### src/rtl/mem_access_stage.sv
// MEM stage: byte/half/word loads and stores on a req/ack bus, registers MEM/WB results (1 cycle + bus wait cycles).
// Holds the pipeline via o_stall while an access is outstanding; aborts after MAX_WAIT unacked cycles.
module mem_access_stage #(
  parameter int MAX_WAIT = 16
) (
  input  logic        i_clk,
  input  logic        i_reset,
  input  logic        i_mem_mem2reg,
  input  logic        i_mem_wmem,
  input  logic        i_mem_wreg,
  input  logic        i_mem_lsb,
  input  logic        i_mem_lsh,
  input  logic        i_mem_loadsignext,
  input  logic [4:0]  i_mem_rd,
  input  logic [31:0] i_mem_data,
  input  logic [31:0] i_mem_dmem,
  output logic        o_dbus_req,
  output logic        o_dbus_we,
  output logic [31:0] o_dbus_addr,
  output logic [31:0] o_dbus_wdata,
  output logic [3:0]  o_dbus_be,
  input  logic        i_dbus_ack,
  input  logic [31:0] i_dbus_rdata,
  output logic        o_stall,
  output logic        o_wb_wreg,
  output logic [4:0]  o_wb_rd,
  output logic [31:0] o_wb_data,
  output logic        o_misaligned,
  output logic        o_timeout
);

  localparam int CW = $clog2(MAX_WAIT + 1);
  localparam logic [1:0] SZ_B = 2'd0;
  localparam logic [1:0] SZ_H = 2'd1;
  localparam logic [1:0] SZ_W = 2'd2;

  typedef enum logic {IDLE, BUSY} state_t;

  state_t        state, state_nxt;
  logic [CW-1:0] wait_cnt, wait_cnt_nxt;

  logic        in_access;
  logic [1:0]  in_size;
  logic [1:0]  in_off;
  logic        in_mis;
  logic [3:0]  in_be;
  logic [31:0] in_wdata;

  logic        lat_we;
  logic        lat_wreg;
  logic [4:0]  lat_rd;
  logic [31:0] lat_addr;
  logic [31:0] lat_wdata;
  logic [3:0]  lat_be;
  logic [1:0]  lat_size;
  logic        lat_sext;
  logic        latch_en;

  logic        wb_wreg_nxt;
  logic [4:0]  wb_rd_nxt;
  logic [31:0] wb_data_nxt;
  logic        mis_nxt;
  logic        tmo_nxt;

  function automatic logic [31:0] fmt_load(input logic [31:0] rdata, input logic [1:0] off,
                                           input logic [1:0] size, input logic sext);
    logic [31:0] lane;
    lane = rdata >> {off, 3'b000};
    case (size)
      SZ_B:    fmt_load = {{24{sext & lane[7]}}, lane[7:0]};
      SZ_H:    fmt_load = {{16{sext & lane[15]}}, lane[15:0]};
      default: fmt_load = rdata;
    endcase
  endfunction

  always_comb begin
    in_access = i_mem_wmem | i_mem_mem2reg;
    in_off    = i_mem_data[1:0];
    in_size   = i_mem_lsb ? SZ_B : (i_mem_lsh ? SZ_H : SZ_W);
    in_mis    = 1'b0;
    in_be     = 4'b1111;
    in_wdata  = i_mem_dmem;
    case (in_size)
      SZ_B: begin
        in_be    = 4'b0001 << in_off;
        in_wdata = {4{i_mem_dmem[7:0]}};
      end
      SZ_H: begin
        in_be    = in_off[1] ? 4'b1100 : 4'b0011;
        in_wdata = {2{i_mem_dmem[15:0]}};
        in_mis   = in_off[0];
      end
      default: in_mis = (in_off != 2'b00);
    endcase
  end

  always_comb begin
    state_nxt    = state;
    wait_cnt_nxt = wait_cnt;
    latch_en     = 1'b0;
    o_dbus_req   = 1'b0;
    o_dbus_we    = 1'b0;
    o_dbus_addr  = {i_mem_data[31:2], 2'b00};
    o_dbus_wdata = in_wdata;
    o_dbus_be    = in_be;
    o_stall      = 1'b0;
    wb_wreg_nxt  = 1'b0;
    wb_rd_nxt    = i_mem_rd;
    wb_data_nxt  = i_mem_data;
    mis_nxt      = 1'b0;
    tmo_nxt      = 1'b0;
    case (state)
      IDLE: begin
        if (!in_access) begin
          wb_wreg_nxt = i_mem_wreg;
        end else if (in_mis) begin
          mis_nxt = 1'b1;
        end else begin
          o_dbus_req = 1'b1;
          o_dbus_we  = i_mem_wmem;
          if (i_dbus_ack) begin
            if (!i_mem_wmem) begin
              wb_wreg_nxt = i_mem_wreg;
              wb_data_nxt = fmt_load(i_dbus_rdata, in_off, in_size, i_mem_loadsignext);
            end
          end else begin
            o_stall      = 1'b1;
            latch_en     = 1'b1;
            state_nxt    = BUSY;
            wait_cnt_nxt = CW'(1);
          end
        end
      end
      BUSY: begin
        o_dbus_req   = 1'b1;
        o_dbus_we    = lat_we;
        o_dbus_addr  = {lat_addr[31:2], 2'b00};
        o_dbus_wdata = lat_wdata;
        o_dbus_be    = lat_be;
        wb_rd_nxt    = lat_rd;
        if (i_dbus_ack) begin
          state_nxt    = IDLE;
          wait_cnt_nxt = '0;
          if (!lat_we) begin
            wb_wreg_nxt = lat_wreg;
            wb_data_nxt = fmt_load(i_dbus_rdata, lat_addr[1:0], lat_size, lat_sext);
          end
        end else if (wait_cnt == CW'(MAX_WAIT)) begin
          // Abort: release the pipeline and the bus; the access is never written back.
          o_dbus_req   = 1'b0;
          tmo_nxt      = 1'b1;
          state_nxt    = IDLE;
          wait_cnt_nxt = '0;
        end else begin
          o_stall      = 1'b1;
          wait_cnt_nxt = wait_cnt + CW'(1);
        end
      end
      default: state_nxt = IDLE;
    endcase
    if (i_reset) begin
      o_dbus_req = 1'b0;
      o_stall    = 1'b0;
    end
  end

  always_ff @(posedge i_clk) begin
    if (i_reset) begin
      state        <= IDLE;
      wait_cnt     <= '0;
      o_wb_wreg    <= 1'b0;
      o_wb_rd      <= 5'd0;
      o_wb_data    <= 32'd0;
      o_misaligned <= 1'b0;
      o_timeout    <= 1'b0;
    end else begin
      state        <= state_nxt;
      wait_cnt     <= wait_cnt_nxt;
      o_wb_wreg    <= wb_wreg_nxt;
      o_wb_rd      <= wb_rd_nxt;
      o_wb_data    <= wb_data_nxt;
      o_misaligned <= mis_nxt;
      o_timeout    <= tmo_nxt;
    end
  end

  // Request capture needs no reset: it is only read while BUSY.
  always_ff @(posedge i_clk) begin
    if (latch_en) begin
      lat_we    <= i_mem_wmem;
      lat_wreg  <= i_mem_wreg;
      lat_rd    <= i_mem_rd;
      lat_addr  <= i_mem_data;
      lat_wdata <= in_wdata;
      lat_be    <= in_be;
      lat_size  <= in_size;
      lat_sext  <= i_mem_loadsignext;
    end
  end

endmodule
### config.mk
export PLATFORM = sky130hd
export DESIGN_NAME = mem_access_stage
export DESIGN_NICKNAME = d
export VERILOG_FILES = /design/src/rtl/mem_access_stage.sv
export SDC_FILE = /design/constraint.sdc
export NUM_CORES = 1
export LEC_CHECK = 0
export CAP_MARGIN = 40
export CORE_ASPECT_RATIO = 2
export CORE_UTILIZATION = 25
export DETAILED_ROUTE_END_ITERATION = 6
export SLEW_MARGIN = 10
export SYNTH_ARGS = -nofsm -noshare
export SYNTH_HDL_FRONTEND = slang
export SYNTH_SLANG_ARGS = --single-unit
### constraint.sdc
create_clock -name i_clk -period 17.96 [get_ports i_clk]
set_input_delay 4.49 -clock i_clk [delete_from_list [all_inputs] [get_ports i_clk]]
set_output_delay 4.49 -clock i_clk [all_outputs]
set_load 0.02 [all_outputs]
Fig. 1: run 1, track usage over the die
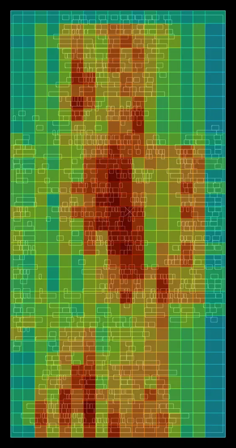
mean routed wirelength per cell: 22.0 um
Total GRT Usage: 19.6%
met1 usage: 20.3%

Fig. 2: run 1, register map, names as in the netlist
Bar = 20 um. Other sequential cells in the stronger gray, the rest of the logic in the fainter gray.
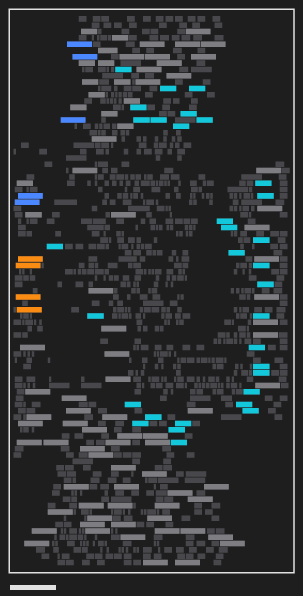
| color | signal | flops |
|---|---|---|
| orange | lat_be | 4 |
| cyan | o_wb_data | 32 |
| blue | lat_rd | 5 |

Fig. 3: run 1, cells colored by class
Bar = 20 um.
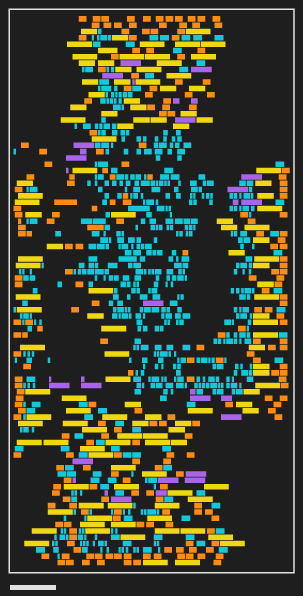
| color | class | cells | share of their area |
|---|---|---|---|
| cyan | all other logic | 550 | 37% |
| orange | other buffers and delay cells | 233 | 24% |
| yellow | flip-flops | 124 | 33% |
| purple | clock drivers and dummy loads | 32 | 5.8% |

Fig. 4: run 1, gate-type map
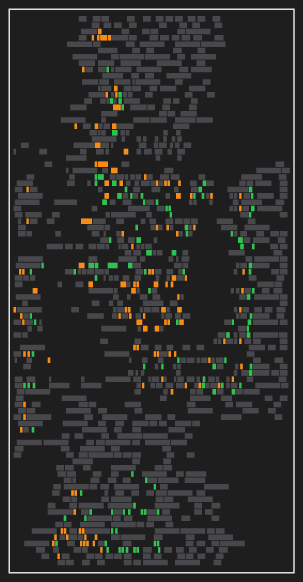
| color | family | cells | most used | where |
|---|---|---|---|---|
| green | NAND gates | 108 | nand2_1 | widely spread |
| orange | NOR gates | 117 | nor2_1 | widely spread |

run 1: flip-flops by register name, indices dropped and copies added, names as in the netlist, 2 cells and up:
signal     count
lat_addr      32
lat_wdata     32
o_wb_data     32
lat_rd         5
o_wb_rd        5
wait_cnt       5
lat_be         4
lat_size       2
run 1: report_power, final:
part / internal, W / total [W] / leakage [nW] / switching [W]
Sequential: 0.000323 / 0.000331 / 1.11 / 0.00000822
Combinational: 0.0000926 / 0.000203 / 2.17 / 0.000110
Clock: 0.000200 / 0.000330 / 0.276 / 0.000130
run 1: worst max path at each step:
stage	from	end	slack (ps)	depth (start not counted)
5_1_grt	i_mem_lsh	o_dbus_be[3]	5970	6
3_3_place_gp	i_mem_lsh	o_dbus_be[3]	6230	6
4_1_cts	i_mem_lsh	o_dbus_be[2]	6140	6
3_5_place_dp	i_mem_lsh	o_dbus_be[3]	6150	6
6_report	i_mem_lsh	o_dbus_be[2]	6170	6
2_1_floorplan	i_mem_data[1]	lat_addr[0]	4910	4
run 1: worst reg2reg max path, stage by stage (launching register included):
cell	delay (ps)
edfxtp_1	800
mux4_2	660
o2111ai_4	470
o21ai_0	170
o221ai_1	110
o2111ai_1	170
run 1: kinds of logic (layout without fill, tap and decap cells):
logic type / after synthesis / count (layout) / synth area share (%)
AND/OR/NAND/NOR: 237 / 237 / 14.9
AND-OR/OR-AND: 201 / 201 / 20.0
other: 1 / 2 / 0.0522
adder cells (fa/ha/maj): 2 / 2 / 0.348
flip-flops: 124 / 124 / 45.4
buffers and inverters: 81 / 280 / 5.13
multiplexers: 93 / 93 / 14.2
run 1: final cells by class:
| cell class | count | area (um^2) |
|---|---|---|
| clock inverter | 8 | 56.3 |
| sequential | 124 | 3270 |
| timing repair buffer | 233 | 2330 |
| multi-input combinational | 535 | 3570 |
| tap | 356 | 445 |
| inverter | 15 | 56.3 |
| fill | 2818 | 18000 |
| clock buffer | 24 | 514 |
run 1: per-stage QoR:
| step | setup slack [ps] | utilization (%) | cells |
|---|---|---|---|
| 4_1_cts | 6140 | 36.3 | 1295 |
| 2_1_floorplan | 4910 | - | 740 |
| 6_report | 6170 | 36.3 | 1295 |
| 3_5_place_dp | 6150 | 34.3 | 1263 |
| 3_3_place_gp | 6230 | 34.1 | 1260 |
| 5_1_grt | 5970 | 36.3 | 1295 |
run 1: metal layers:
| metal | wire length, um | up-vias | GRT usage, % | share of wire (%) |
|---|---|---|---|---|
| met5 | 0 | - | 0 | 0 |
| met4 | 1240 | 0 | 10.5 | 4.4 |
| met3 | 1550 | 54 | 3.89 | 5.5 |
| met2 | 15700 | 309 | 36.0 | 55 |
| met1 | 9930 | 3304 | 20.3 | 35 |
| li1 | - | 3173 | - | - |
run 1: cells in the final DEF (no fill, tap or decap), drive strengths merged, types with 7 or more instances in the layout:
master,synthesis,routed
inv,15,15
dfxtp,46,46
buf,27,16
clkbuf,39,24
nand3,20,20
o2111ai,18,18
a21oi,34,34
nand2,76,76
o22ai,17,17
nor2,91,91
o31ai,12,12
edfxtp,78,78
o211ai,10,10
mux2i,28,28
a31oi,12,12
a311o,7,7
clkdlybuf4s50,0,217
mux2,64,64
o221ai,26,26
nor2b,14,14
a221oi,9,9
o21ai,38,38
==> results.toml, run 1 <==
# generated from flow reports
[clock_network]
cts_made_buffers = 17
clockBufferDepth = 2
cts_hold_buf = 0
cts.clk_slew.worst_paths_ps = 50
cts_root_buffer = "clkbuf_16"
htreeDepth = 4
clock_sinks = 124
cts_tree = "done"
insertion_delay_ps = 440
post_cts_buffers = 0
cts_resized = 0

[hold_path]
hold_path.startpoint = "lat_rd[1]"
whs_path_depth = 2
hold_path.class = "reg -> reg"
min_to = "o_wb_rd[1]"

[layout]
nNetsFinal = 1038
syn_to_final_growth_pct = 42.4
diodes = 0
drive_gt1_share_pct = 13.4
post-route-cell-area_mm2 = 0.0102

[final_timing]
finalSetupTns_ps = 0
slew_viol_final = 0
setup_viol = 0
min_period_ps = 11790
skew_ps = 10.4
period_used_pct = 65.7
slew_headroom_pct = 37.6
worst_pin_slew_ps = 936
rsz0062_at_grt = "false"
holdWs_ps = 489
fmax_mhz = 84.8
hold_viol_final = 0

[logic_synthesis]
edf_count = 78
syn-cell-area_mm2 = 0.00719
ys_chip_area_mm2 = 0.00719
ys_warn_count = 0
common_cells = "nor2_1, edfxtp_1, nand2_1"
synth_top_cell_by_area = "edfxtp_1"
avgSynthCellArea_um2 = 9.73
ys_types = 58
ys_seq_share_pct = 45.4
netlist.area_leader.share_pct = 32.6
top_cell = "nor2_1"
top_cells_by_area = "edfxtp_1, dfxtp_1, mux2_2"
yosysCellCount = 739
async_reset_ff_share_pct = 0
flop_cell = "edfxtp_1"
ys_ff = 124
synthCells = 739

[job]
tool_warnings = 27
maxCapViolations = 0

[grt]
antenna_found_initial = 0
grt_pass1_vias = 6593
overflow = 0
grt_max_degree = 63
grt_pass1_wl_mm = 41.7

[critical_path]
crit_top_cell = "clkdlybuf4s50_1"
crit_required_ps = 13470
path_buffers = 3
critPathMaxFanout = 21
cp_top_family = "buffers and inverters"
worstPathArrival_ps = 7300
ff2ff_setup_slack_ps = 15400
critPathKind = "in -> out"
path_cells = "clkdlybuf4s50_1 > or2_1 > inv_1 > nor2_1 > o31ai_1 > clkdlybuf4s50_1"
crit_slowest_cell = "clkdlybuf4s50_1"
cp-start-kind = "input pin"
cp-end-kind = "output pin"
rr_endpoint = "o_wb_data[17]"
worstRegToRegCells = 5
r2r-start = "lat_addr[1]"
slowest_delay_ps = 720

[pwr]
leakagePower_nw = 3.55
total_power_w = 0.000864
cellPowerDensity_mw_per_mm2 = 84.4
ir_drop_v = 0.0000560

[detailed_routing]
drc = 1
vias = 6840
via_per_inst = 5.28
drt_wl_total_mm = 28.5
drt_iter0_drc = 569
antenna_left = 0
dr.pass1.iters = 7

[die]
fp-row-count = 87
dieHeight_um = 242
io_pins = 221
initCoreUtil_pct = 25.5
core_area_mm2 = 0.0282
die_area_mm2 = 0.0295
die_w_um = 122

[outcome]
violations = "design-rule violations"
status = "finished with violations"

[placement]
place_area_mm2 = 0.00967
routabilityCongestion = 0.896
hpwl_mm = 20.6
port_buffers = 218
## Run 2: what changed since run 1
clock period = 10.04 ns   (was 17.96 ns; I/O delays follow)
Fig. 5: run 2, track usage over the die
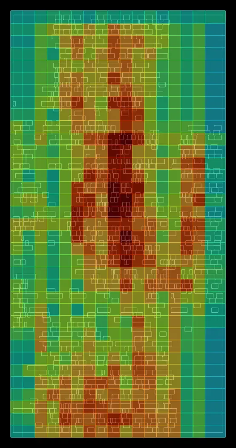
GR peak layer: met2
Total GRT Usage: 19.4%
utilization after layout: 36.5%

Fig. 6: run 2, gate-type map
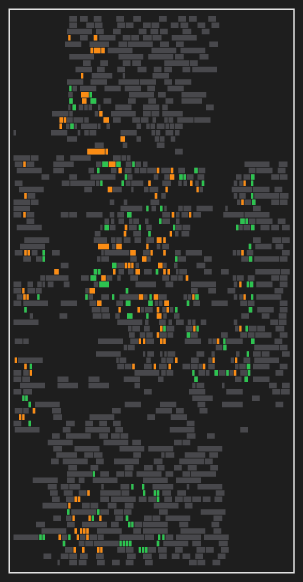
| color | family | cells | most used |
|---|---|---|---|
| green | NAND gates | 108 | nand2_1 |
| orange | NOR gates | 117 | nor2_1 |

==> run 2 against run 1 <==
The run now ends clean. Synthesized cell count is the same. Sequential power increased by 79%. Core utilization grew 0.17 points. Critical endpoint is now o_dbus_wdata[24]. Final cell count is 0.15% higher.
==> results.toml, run 2 <==
# generated from flow reports
[outcome]
status = "finished, final reports clean"

[critical_path]
crit_required_ps = 7530
worstPathArrival_ps = 4950
critPathMaxFanout = 17
crit_top_cell = "clkdlybuf4s50_1"
crit_slowest_cell = "clkdlybuf4s50_1"
ff2ff_setup_slack_ps = 7480
path_cells = "clkdlybuf4s50_1 > or2_1 > inv_1 > buf_16 > nor2_1 > o31ai_1 > clkdlybuf4s50_1"
worstRegToRegCells = 5
cp-start-kind = "input pin"
slowest_delay_ps = 680
critPathKind = "in -> out"
cp.depth = 7
r2r-start = "lat_addr[1]"
cp-end-kind = "output pin"
cp_top_family = "buffers and inverters"
path_buffers = 4
rr_endpoint = "o_wb_data[26]"

[hold_path]
hold_path.class = "reg -> reg"
whs_path_depth = 2
min_to = "o_wb_rd[1]"
hold_path.startpoint = "lat_rd[1]"

[die]
io_pins = 221
dieHeight_um = 242
core_area_mm2 = 0.0282
die_area_mm2 = 0.0295
fp-row-count = 87
initCoreUtil_pct = 25.5
die_w_um = 122

[final_timing]
fmax_mhz = 134
period_used_pct = 74.3
skew_ps = 8.74
setup_viol = 0
slew_headroom_pct = 46.1
holdWs_ps = 492
slew_viol_final = 0
rsz0062_at_grt = "false"
hold_viol_final = 0
finalSetupTns_ps = 0
min_period_ps = 7460
worst_pin_slew_ps = 806

[placement]
place_area_mm2 = 0.00970
hpwl_mm = 20.6
port_buffers = 218
routabilityCongestion = 0.903

[logic_synthesis]
top_cell = "nor2_1"
common_cells = "nor2_1, edfxtp_1, nand2_1"
async_reset_ff_share_pct = 0
flop_cell = "edfxtp_1"
ys_chip_area_mm2 = 0.00719
synth_top_cell_by_area = "edfxtp_1"
ys_ff = 124
ys_warn_count = 0
syn-cell-area_mm2 = 0.00719
avgSynthCellArea_um2 = 9.73
netlist.area_leader.share_pct = 32.6
yosysCellCount = 739
ys_seq_share_pct = 45.4
top_cells_by_area = "edfxtp_1, dfxtp_1, mux2_2"
ys_types = 58
synthCells = 739
edf_count = 78

[grt]
grt_pass1_vias = 6767
antenna_found_initial = 0
grt_pass1_wl_mm = 41.5
overflow = 0
grt_max_degree = 63

[clock_network]
cts.clk_slew.worst_paths_ps = 50
post_cts_buffers = 0
cts_resized = 0
cts_hold_buf = 0
clock_sinks = 124
cts_made_buffers = 17
clockBufferDepth = 2
cts_tree = "done"
htreeDepth = 4
cts_root_buffer = "clkbuf_16"
insertion_delay_ps = 430

[layout]
syn_to_final_growth_pct = 43.1
drive_gt1_share_pct = 13.4
post-route-cell-area_mm2 = 0.0103
nNetsFinal = 1040
diodes = 0
n_fill_cell = 2806
reg_top3 = "lat_addr: 32 flops, lat_wdata: 32 flops, o_wb_data: 32 flops"
final_cell_mix = "clkdlybuf4s50_1, nor2_1, edfxtp_1"
layout_top_cell = "clkdlybuf4s50_1"

[job]
tool_warnings = 27
maxCapViolations = 0

[pwr]
leakagePower_nw = 3.57
ir_drop_v = 0.0000975
cellPowerDensity_mw_per_mm2 = 153

[detailed_routing]
wl_per_cell_um = 21.7
dr.pass1.iters = 5
drc = 0
antenna_left = 0
vias = 6833
drt_iter0_drc = 430
via_per_inst = 5.27
drt_wl_total_mm = 28.1
Fig. 7: run 2, metal layers overlaid
Bar = 20 um. Only two layers are drawn.
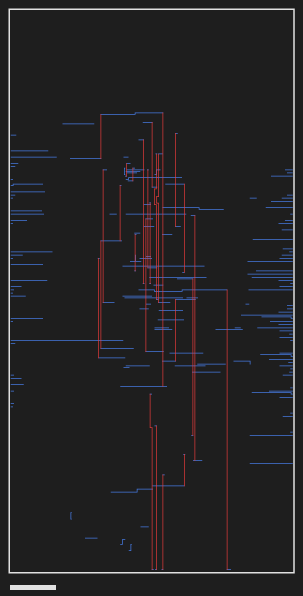
| color | layer | wire length |
|---|---|---|
| red | met4 | 1,280 um |
| blue | met3 | 1,300 um |

run 2: cell count changes in the layout (fill, tap and decap cells not counted), moves of 2 or more:
| cell | previous run | this run |
|---|---|---|
| clkbuf_16 | 19 | 17 |
| clkbuf_8 | 2 | 4 |
| clkinv_4 | 3 | 0 |
| bufinv_16 | 0 | 2 |
run 2: worst max path at each step:
stage / from / slack [ps] / to
after global placement: i_mem_lsh / 2290 / o_dbus_be[3]
after floorplan: i_mem_data[1] / 2220 / lat_addr[0]
final: i_mem_lsh / 2580 / o_dbus_wdata[24]
after global routing: i_mem_lsh / 2470 / o_dbus_wdata[27]
after detailed placement: i_mem_lsh / 2580 / o_dbus_wdata[24]
after CTS: i_mem_lsh / 2570 / o_dbus_wdata[30]
run 2: layer usage:
metal / part of all wire (%) / global-route usage, %
met3: 4.6 / 4.06
met1: 36 / 19.5
met4: 4.5 / 11.4
met5: 0 / 0
met2: 55 / 35.6
run 2: final cells by class:
class | instances | area (um^2) | area share, %
clock buffer | 25 | 495 | 4.82
clock inverter | 7 | 88.8 | 0.864
inverter | 15 | 56.3 | 0.547
multi-input combinational | 535 | 3580 | 34.8
sequential | 124 | 3270 | 31.8
tap | 356 | 445 | 4.33
timing repair buffer | 235 | 2350 | 22.9
run 2: per-stage QoR:
step / setup WS, ps / utilization, % / std cells / power, W
after global routing: 2470 / 36.5 / 1297 / 0.00164
after global placement: 2290 / 34.1 / 1260 / 0.000961
final: 2580 / 36.5 / 1297 / 0.00157
after detailed placement: 2580 / 34.4 / 1265 / 0.000968
after CTS: 2570 / 36.5 / 1297 / 0.00160
after floorplan: 2220 / - / 740 / 0.000782
run 2: logic make-up (layout without fill, tap and decap cells):
logic type               count (synthesis)  in the layout  share of synthesized area [%]
flip-flops                             124            124                           45.4
buffers and inverters                   81            282                           5.13
other                                    1              2                         0.0522
multiplexers                            93             93                           14.2
AND-OR/OR-AND                          201            201                           20.0
adder cells (fa/ha/maj)                  2              2                          0.348
AND/OR/NAND/NOR                        237            237                           14.9
run 2: report_power, final:
group / total (W) / switching (W) / leakage [nW] / internal, W
logic: 0.000363 / 0.000197 / 2.18 / 0.000166
clock network: 0.000616 / 0.000226 / 0.281 / 0.000390
registers: 0.000593 / 0.0000146 / 1.11 / 0.000578
total: 0.00157 / 0.000438 / 3.57 / 0.00113
run 2: tightest hold or removal path, stage by stage, from the launching register on:
cell and delay [ps]:
edfxtp_1 320, mux2i_1 60, nor2_1 70
Power and IR drop assume default switching activity.
